`config.mk`:
```
export PLATFORM = sky130hd
export DESIGN_NAME = button_request_conditioner
export DESIGN_NICKNAME = d
export VERILOG_FILES = /design/src/rtl/button_request_conditioner_pkg.sv /design/src/rtl/button_debouncer.sv /design/src/rtl/button_request_conditioner.sv
export SDC_FILE = /design/constraint.sdc
export NUM_CORES = 1
export LEC_CHECK = 0
export ABC_CLOCK_PERIOD_IN_PS = 1800
export CAP_MARGIN = 15
export CORE_MARGIN = 2
export CORE_UTILIZATION = 53
export CTS_CLUSTER_DIAMETER = 40
export CTS_CLUSTER_SIZE = 12
export DETAILED_ROUTE_END_ITERATION = 12
export GPL_TIMING_DRIVEN = 0
export PLACE_DENSITY = 0.75
export SKIP_LAST_GASP = 1
export SLEW_MARGIN = 20
export SYNTH_ARGS = -nofsm -noshare
export SYNTH_HDL_FRONTEND = slang
export SYNTH_SLANG_ARGS = --single-unit
```
`constraint.sdc`:
```
create_clock -name clk -period 1.8 [get_ports clk]
set_input_delay 0.18 -clock clk [delete_from_list [all_inputs] [get_ports clk]]
set_output_delay 0.18 -clock clk [all_outputs]
set_load 0.03 [all_outputs]
```
`src/rtl/button_request_conditioner_pkg.sv`:
```
// Shared types and default timing constants for the pedestrian button conditioner.
package button_request_conditioner_pkg;

   typedef enum logic [1:0] {
      IDLE    = 2'd0,
      PENDING = 2'd1,
      LOCKOUT = 2'd2
   } state_t;

   localparam int DEFAULT_DEBOUNCE_CYCLES = 4;
   localparam int DEFAULT_LOCKOUT_CYCLES  = 8;

endpackage

```
`src/rtl/button_debouncer.sv`:
```
// Synchronizes the raw button, debounces it and emits a one-cycle press pulse
// on each accepted rising edge of the debounced level.
module button_debouncer
   import button_request_conditioner_pkg::*;
#(
   parameter int DEBOUNCE_CYCLES = DEFAULT_DEBOUNCE_CYCLES
) (
   input  logic clk,
   input  logic reset,
   input  logic button_raw,
   output logic debounced,
   output logic press
);

   // Last count value before the level is allowed to flip.
   localparam logic [3:0] DB_LAST = 4'(DEBOUNCE_CYCLES - 1);

   logic       sync_1;
   logic       sync_2;
   logic [3:0] stable_cnt;

   // Two-flop synchronizer, stability counter and registered press pulse.
   always_ff @(posedge clk) begin
      if (reset) begin
         sync_1     <= 1'b0;
         sync_2     <= 1'b0;
         stable_cnt <= 4'd0;
         debounced  <= 1'b0;
         press      <= 1'b0;
      end else begin
         sync_1 <= button_raw;
         sync_2 <= sync_1;
         press  <= 1'b0;
         if (sync_2 == debounced) begin
            // Any cycle of agreement restarts the stability window.
            stable_cnt <= 4'd0;
         end else if (stable_cnt == DB_LAST) begin
            debounced  <= sync_2;
            stable_cnt <= 4'd0;
            press      <= sync_2;   // only 0->1 transitions are events
         end else begin
            stable_cnt <= stable_cnt + 4'd1;
         end
      end
   end

endmodule

```
`src/rtl/button_request_conditioner.sv`:
```
// Turns a bouncing pedestrian button into a held crossing request with an
// ack handshake, a post-ack lockout window and a saturating press counter.
module button_request_conditioner
   import button_request_conditioner_pkg::*;
#(
   parameter int DEBOUNCE_CYCLES = DEFAULT_DEBOUNCE_CYCLES,
   parameter int LOCKOUT_CYCLES  = DEFAULT_LOCKOUT_CYCLES
) (
   input  logic       clk,
   input  logic       reset,
   input  logic       button_raw,
   input  logic       ack,
   output logic       req,
   output logic       busy,
   output logic       debounced,
   output logic [3:0] press_count
);

   localparam logic [7:0] LOCK_LOAD = 8'(LOCKOUT_CYCLES);

   state_t     state;
   state_t     next_state;
   logic       press;
   logic [7:0] lock_cnt;

   button_debouncer #(
      .DEBOUNCE_CYCLES (DEBOUNCE_CYCLES)
   ) u_debouncer (
      .clk        (clk),
      .reset      (reset),
      .button_raw (button_raw),
      .debounced  (debounced),
      .press      (press)
   );

   // Next-state logic; ack outside PENDING and presses outside IDLE are ignored.
   always_comb begin
      next_state = state;
      case (state)
         IDLE:    if (press)              next_state = PENDING;
         PENDING: if (ack)                next_state = LOCKOUT;
         LOCKOUT: if (lock_cnt == 8'd1)   next_state = IDLE;
         default:                         next_state = IDLE;
      endcase
   end

   // State, registered outputs, lockout countdown and saturating press counter.
   always_ff @(posedge clk) begin
      if (reset) begin
         state       <= IDLE;
         req         <= 1'b0;
         busy        <= 1'b0;
         lock_cnt    <= 8'd0;
         press_count <= 4'd0;
      end else begin
         state <= next_state;
         req   <= (next_state == PENDING);
         busy  <= (next_state == LOCKOUT);
         if (state == PENDING && ack)
            lock_cnt <= LOCK_LOAD;
         else if (state == LOCKOUT && lock_cnt != 8'd0)
            lock_cnt <= lock_cnt - 8'd1;
         if (state == IDLE && press && press_count != 4'd15)
            press_count <= press_count + 4'd1;
      end
   end

endmodule

```
==> impl_metrics.ini, run 1 <==
; implementation run metrics
[critical_path]
end_kind = register
r2r_cells = 6
crit_chain = inv_1, ha_1, nor3b_2, a21boi_4, nand4_1, mux2_1
startpoint_type = register
path_max_fanout = 8
worstPathArrival_ns = 1.92
critPathKind = register to register
cp_top_family = flip-flops
timing.critical_path.buf_inv = 1
endpoint = lock_cnt[5]

[layout]
register_area_sq_um = 480
top_register = lock_cnt
layout.nets = 138
buf_share = 0.0990
clkbuf_count = 3
final_cells = 153
design_area_sq_um = 1240
final_cell_mix = dfxtp_1 (24), nor2_1 (18), clkdlybuf4s50_1 (10)
logic_area_sq_um = 518

[clock_tree]
cts.sinks = 24
ctsHoldBuffers = 0
numCtsBuffers = 3
insertion_delay_ns = 0.31
htree_levels = 1
clk_pin_slew_ns = 0.13

[logic_synthesis]
aoi_share = 0.0810
synth_warnings = 0
yosys.area.top_type_share = 0.464
simple_gate_share = 0.255
top_cells_by_area = dfxtp_1 (46%), nor2_1 (6.5%), ha_1 (6.0%), a21oi_1 (3.9%), nand3_1 (3.9%)
netlist_instances = 112
ys_top_cells_by_count = dfxtp_1 (24), nor2_1 (18), inv_1 (9)
ys_sh_mux = 0.0399
synth-edff-count = 0
ys_sh_adder = 0.0605
async_flop_share = 0
yosys_area_sq_um = 1030
logic_family = simple AND/OR/NAND/NOR gates
ys.flops = 24

[pwr]
clkPwrFrac = 0.408
p_int_uw = 769
seqPwrFrac = 0.570
clock_power_uw = 383
power.total_uw = 939
power_density_nw_per_um2 = 758

[global_routing]
grt_use_met2 = 0.253
grt-ovfl-total = 0
grt_first_pass_wirelength_um = 2590
antenna_found_initial = 0
use_met3 = 0.0741
top_usage_layer = met2

[timing]
max_freq_mhz = 589
layout_min_cycle_time_ns = 1.70
finalClockPeriodUsage = 0.943
tightestPinTransition_ns = 0.465
fin_skew_ns = 0.00510
final_max_slew_viol_count = 0
setup_violations = 0

[drt]
wl_met2_um = 755
drc = 0
routed-wl-met3_um = 74
num_vias = 794
drtPass1Iterations = 4

[floorplan]
tap_cells = 25
die_h_um = 48.2

[placed_design]
port_buffers = 10
dp_hpwl_um = 1260
dpl.cell_count = 147
pre_cts_slack_ns = 0.0367

[status]
status = complete, no violations

[run]
cap_violations = 0
**Run 1: signal wires on met3**

Drawn at 8 px/um.
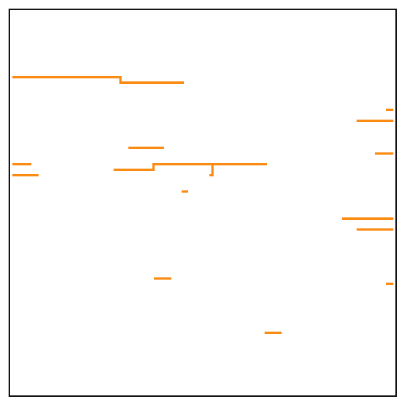
nets with wire on the layer: 13
wire length on this layer: 74.2 um
longest straight run: 14.0 um

**Run 1: placed standard cells**

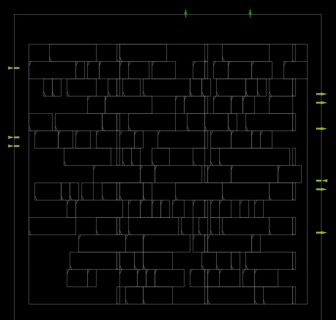
# rows: 15
core area: 1780 sq um

**Run 1: signal wires on met1**

Drawn at 8 px/um. Supply wires on this layer in gray.
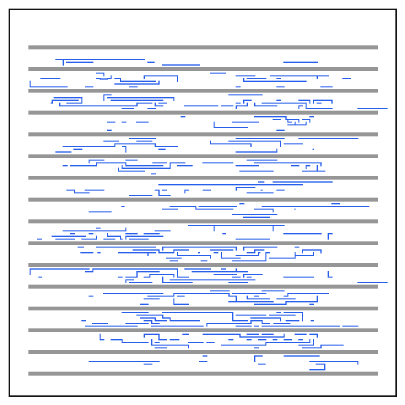
share of all routed wire: 50%
longest straight run: 17.9 um

**Run 1: I/O pins on the die edge**

Drawn at 8 px/um. Pins as bars across the die edge, other pins in gray.
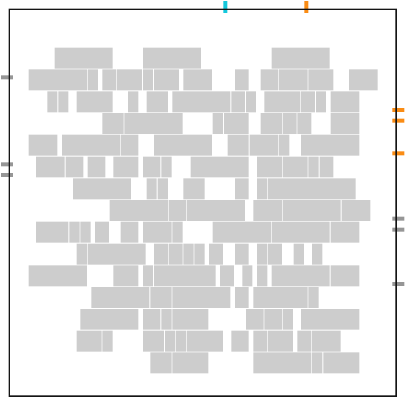

==> inputs of run 2 (changes only) <==
REMOVE_ABC_BUFFERS = 1   (was default)
SLEW_MARGIN = 30   (was 20)
**Run 2: I/O pins on the die edge**

Drawn at 8 px/um. Pins as bars across the die edge, other pins in gray.
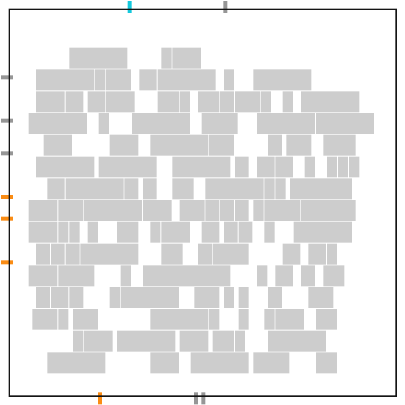
| color | port | pins | direction | edge |
|---|---|---|---|---|
| cyan | debounced | 1 | output | top |
| orange | press_count | 4 | output | 3 left, 1 bottom |
all pins by edge: 6 left, 3 bottom, 2 top

**Run 2: signal wires on met3**

Drawn at 8 px/um.
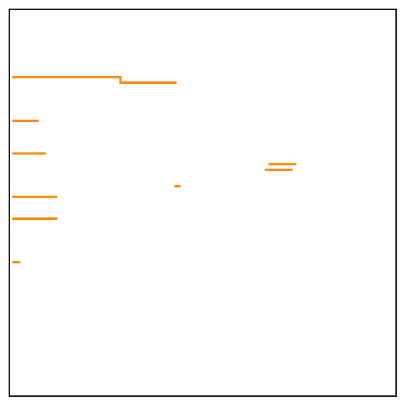
wire length on this layer: 45.8 um
longest straight run: 13.3 um
nets with wire on the layer: 8
share of all routed wire: 2.7%

==> impl_metrics.ini, run 2 <==
; implementation run metrics
[logic_synthesis]
ys.flops = 24
ys_top_cells_by_count = dfxtp_1 (24), nor2_1 (18), inv_1 (9)
ys_sh_adder = 0.0605
synth.most_common_cell = dfxtp_1
ys_sh_mux = 0.0399
simple_gate_share = 0.255
yosys_area_sq_um = 1030
yosys.area.top_type_share = 0.464
synth_cell_type_count = 25
syn_avg_cell_area_sq_um = 9.24
synthXorXnorAreaFrac = 0.0593
top_area_cell = dfxtp_1
ys_cells = 112
ys_seq_share = 0.464
synth-edff-count = 0
synth_warnings = 0
top_cells_by_area = dfxtp_1 (46%), nor2_1 (6.5%), ha_1 (6.0%), a21oi_1 (3.9%), nand3_1 (3.9%)
logic_family = simple AND/OR/NAND/NOR gates
netlist_instances = 112
aoi_share = 0.0810
async_flop_share = 0
ff_type = dfxtp_1

[global_routing]
grt_first_pass_wirelength_um = 2870
grt_use_met2 = 0.295
grt-ovfl-total = 0
use_met3 = 0.0444
grtUsageMet1 = 0.224
top_usage_layer = met2
antenna_found_initial = 0

[layout]
top_regs = lock_cnt x8, press_count x4, u_debouncer.stable_cnt x4
n_all_buffers = 12
clkbuf_count = 3
seq_share = 0.392
largest_register_ffs = 8
logic_area_sq_um = 513
design_area_sq_um = 1230
top_register = lock_cnt
final_cells = 151
area_dominant_class = multi-input combinational cells
area_growth_pct = 18.5
final_cell_mix = dfxtp_1 (24), nor2_1 (18), clkdlybuf4s50_1 (10)
sh_comb_area = 0.418
buf_share = 0.0939
comb_cells = 77
fill_cells = 159
layout.nets = 136
lay_top_count = dfxtp_1
register_area_sq_um = 480
final_core_util = 0.688

[pwr]
clock_power_uw = 383
seqPwrFrac = 0.571
leakage_uw = 0.000456
maxPowerGroup = sequential cells
vdd_drop_max_v = 0.000696
p_comb_frac = 0.021
switchingPower_uw = 170
pg_comb_uw = 19.6
power.total_uw = 938
power_density_nw_per_um2 = 765
p_int_uw = 768
clkPwrFrac = 0.409
sequentialPower_uw = 535

[critical_path]
worstPathArrival_ns = 1.88
crit_chain = inv_1, ha_1, nor3b_1, a21boi_4, nand4_1, mux2_1
slowest_delay_ns = 0.42
startpoint_type = register
critPathKind = register to register
cp.required_ns = 2.01
startpoint = lock_cnt[0]
cp_slowest_cell = dfxtp_1
end_kind = register
r2r_start = lock_cnt[0]
endpoint = lock_cnt[5]
path_max_fanout = 7
timing.critical_path.buf_inv = 1
cp_top_family = flip-flops
r2r_cells = 6

[placed_design]
pre_cts_slack_ns = 0.0671
dpl.cell_count = 145
dp_hpwl_um = 1240
gp_congestion = 0.824
port_buffers = 10

[timing]
rsz0062_at_grt = false
fin_skew_ns = 0.00277
tightestPinTransition_ns = 0.476
setup_slack_ns = 0.129
layout_min_cycle_time_ns = 1.67
finalClockPeriodUsage = 0.928
final.setup.tns_ns = 0
setup_violations = 0
max_freq_mhz = 598
final_max_slew_viol_count = 0

[clock_tree]
cts.sinks = 24
post_cts_buffers = 0
clk_pin_slew_ns = 0.13
insertion_delay_ns = 0.31
cts_max_path_buffers = 2
htree_levels = 1
root_buffer = clkbuf_4
numCtsBuffers = 3
ctsHoldBuffers = 0

[floorplan]
core_area_sq_um = 1780
tap_cells = 25
die_w_um = 48.2
die_h_um = 48.2
fp-utilization = 0.580
rows = 15

[min_path]
hold_path_class = input port to register

[drt]
wl_met1_um = 812
drc = 0
vias_per_cell = 5.28
wire_per_inst_um = 11.4
wl_met2_um = 851
drtPass1Iterations = 4
num_vias = 797
routed_wl_um = 1720
top_layer_used = met4
postRouteAntennaNets = 0
routed-wl-met3_um = 45

[status]
status = complete, no violations

[run]
cap_violations = 0
**Run 2: metal 2**

Drawn at 6 px/um.
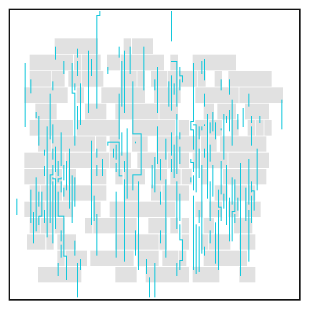
share of all routed wire: 49%
longest straight run: 18.7 um
nets with wire on the layer: 115
main direction: vertical

**Run 2: signal wires on met1**

Drawn at 8 px/um. Supply wires on this layer in gray.
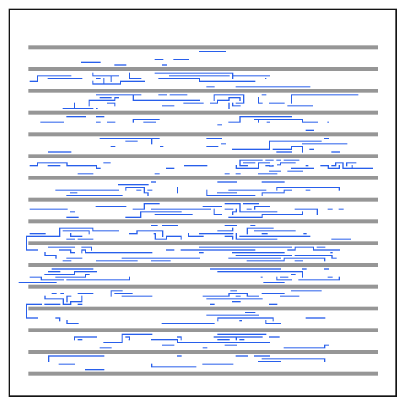

==> inputs of run 3 (changes only) <==
CORE_MARGIN = default   (was 2)
**Run 3: signal wires on met1**

Drawn at 8 px/um. Supply wires on this layer in gray.
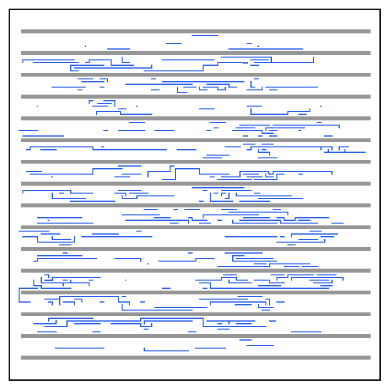
main direction: horizontal
wire length on this layer: 848 um
nets with wire on the layer: 122

**Run 3: I/O pins on the die edge**

Drawn at 8 px/um. Pins as bars across the die edge, other pins in gray.
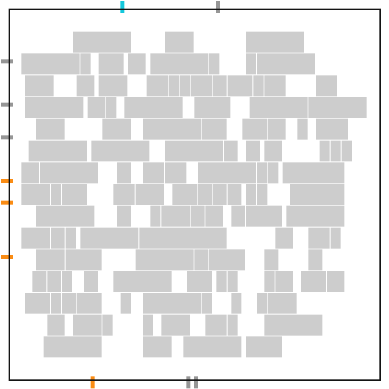
| color | port | pins | direction | edge |
|---|---|---|---|---|
| cyan | debounced | 1 | output | top |
| orange | press_count | 4 | output | 3 left, 1 bottom |
all pins by edge: 6 left, 3 bottom, 2 top

==> impl_metrics.ini, run 3 <==
; implementation run metrics
[status]
status = complete, no violations

[logic_synthesis]
synth_warnings = 0
ys_sh_adder = 0.0605
yosys_area_sq_um = 1030
top_cells_by_area = dfxtp_1 (46%), nor2_1 (6.5%), ha_1 (6.0%), a21oi_1 (3.9%), nand3_1 (3.9%)
synthXorXnorAreaFrac = 0.0593
ys.flops = 24
netlist_instances = 112
synth.most_common_cell = dfxtp_1
ys_top_cells_by_count = dfxtp_1 (24), nor2_1 (18), inv_1 (9)
logic_family = simple AND/OR/NAND/NOR gates
ys_seq_share = 0.464

[layout]
area_dominant_class = multi-input combinational cells
register_area_sq_um = 480
layout.nets = 136
final_core_util = 0.688
sh_comb_area = 0.418
design_area_sq_um = 1230
seq_share = 0.392
fill_cells = 145

[floorplan]
fp-utilization = 0.580
core_area_sq_um = 1780

[placed_design]
pre_cts_slack_ns = 0.0749
port_buffers = 10
dp_hpwl_um = 1270

[global_routing]
top_usage_layer = met2
use_met3 = 0.0235
grtUsageMet1 = 0.216
grt_use_met2 = 0.321
grt_first_pass_wirelength_um = 2750

[pwr]
maxPowerGroup = sequential cells
leakage_uw = 0.000456
clock_power_uw = 383
p_comb_frac = 0.021
pg_comb_uw = 19.9
sequentialPower_uw = 535
clkPwrFrac = 0.408

[timing]
setup_violations = 0
final_max_slew_viol_count = 0
layout_min_cycle_time_ns = 1.69
tightestPinTransition_ns = 0.495
finalClockPeriodUsage = 0.938
fin_skew_ns = 0.00283
max_freq_mhz = 592

[drt]
vias_per_cell = 5.17
drtPass1Iterations = 4
wire_per_inst_um = 11.6
wl_met1_um = 848
postRouteAntennaNets = 0
wl_met2_um = 857
num_vias = 780

[critical_path]
cp_top_family = AND-OR/OR-AND gates
path_max_fanout = 6
r2r_cells = 7
startpoint_type = register
timing.critical_path.buf_inv = 2
crit_chain = inv_1, ha_1, nor3b_1, a21boi_4, buf_4, a31o_2, a21oi_1
endpoint = lock_cnt[6]
cp.required_ns = 2.05
critPathKind = register to register

[clock_tree]
post_cts_buffers = 0
htree_levels = 1
ctsHoldBuffers = 0
cts_max_path_buffers = 2
root_buffer = clkbuf_4

[min_path]
hold_path_class = input port to register
**Run 3: signal wires by layer**

Drawn at 6 px/um. Two of the layers only.
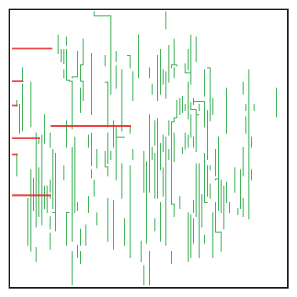
| color | layer | wire length |
|---|---|---|
| green | M2 | 858 um |
| red | M3 | 33.1 um |

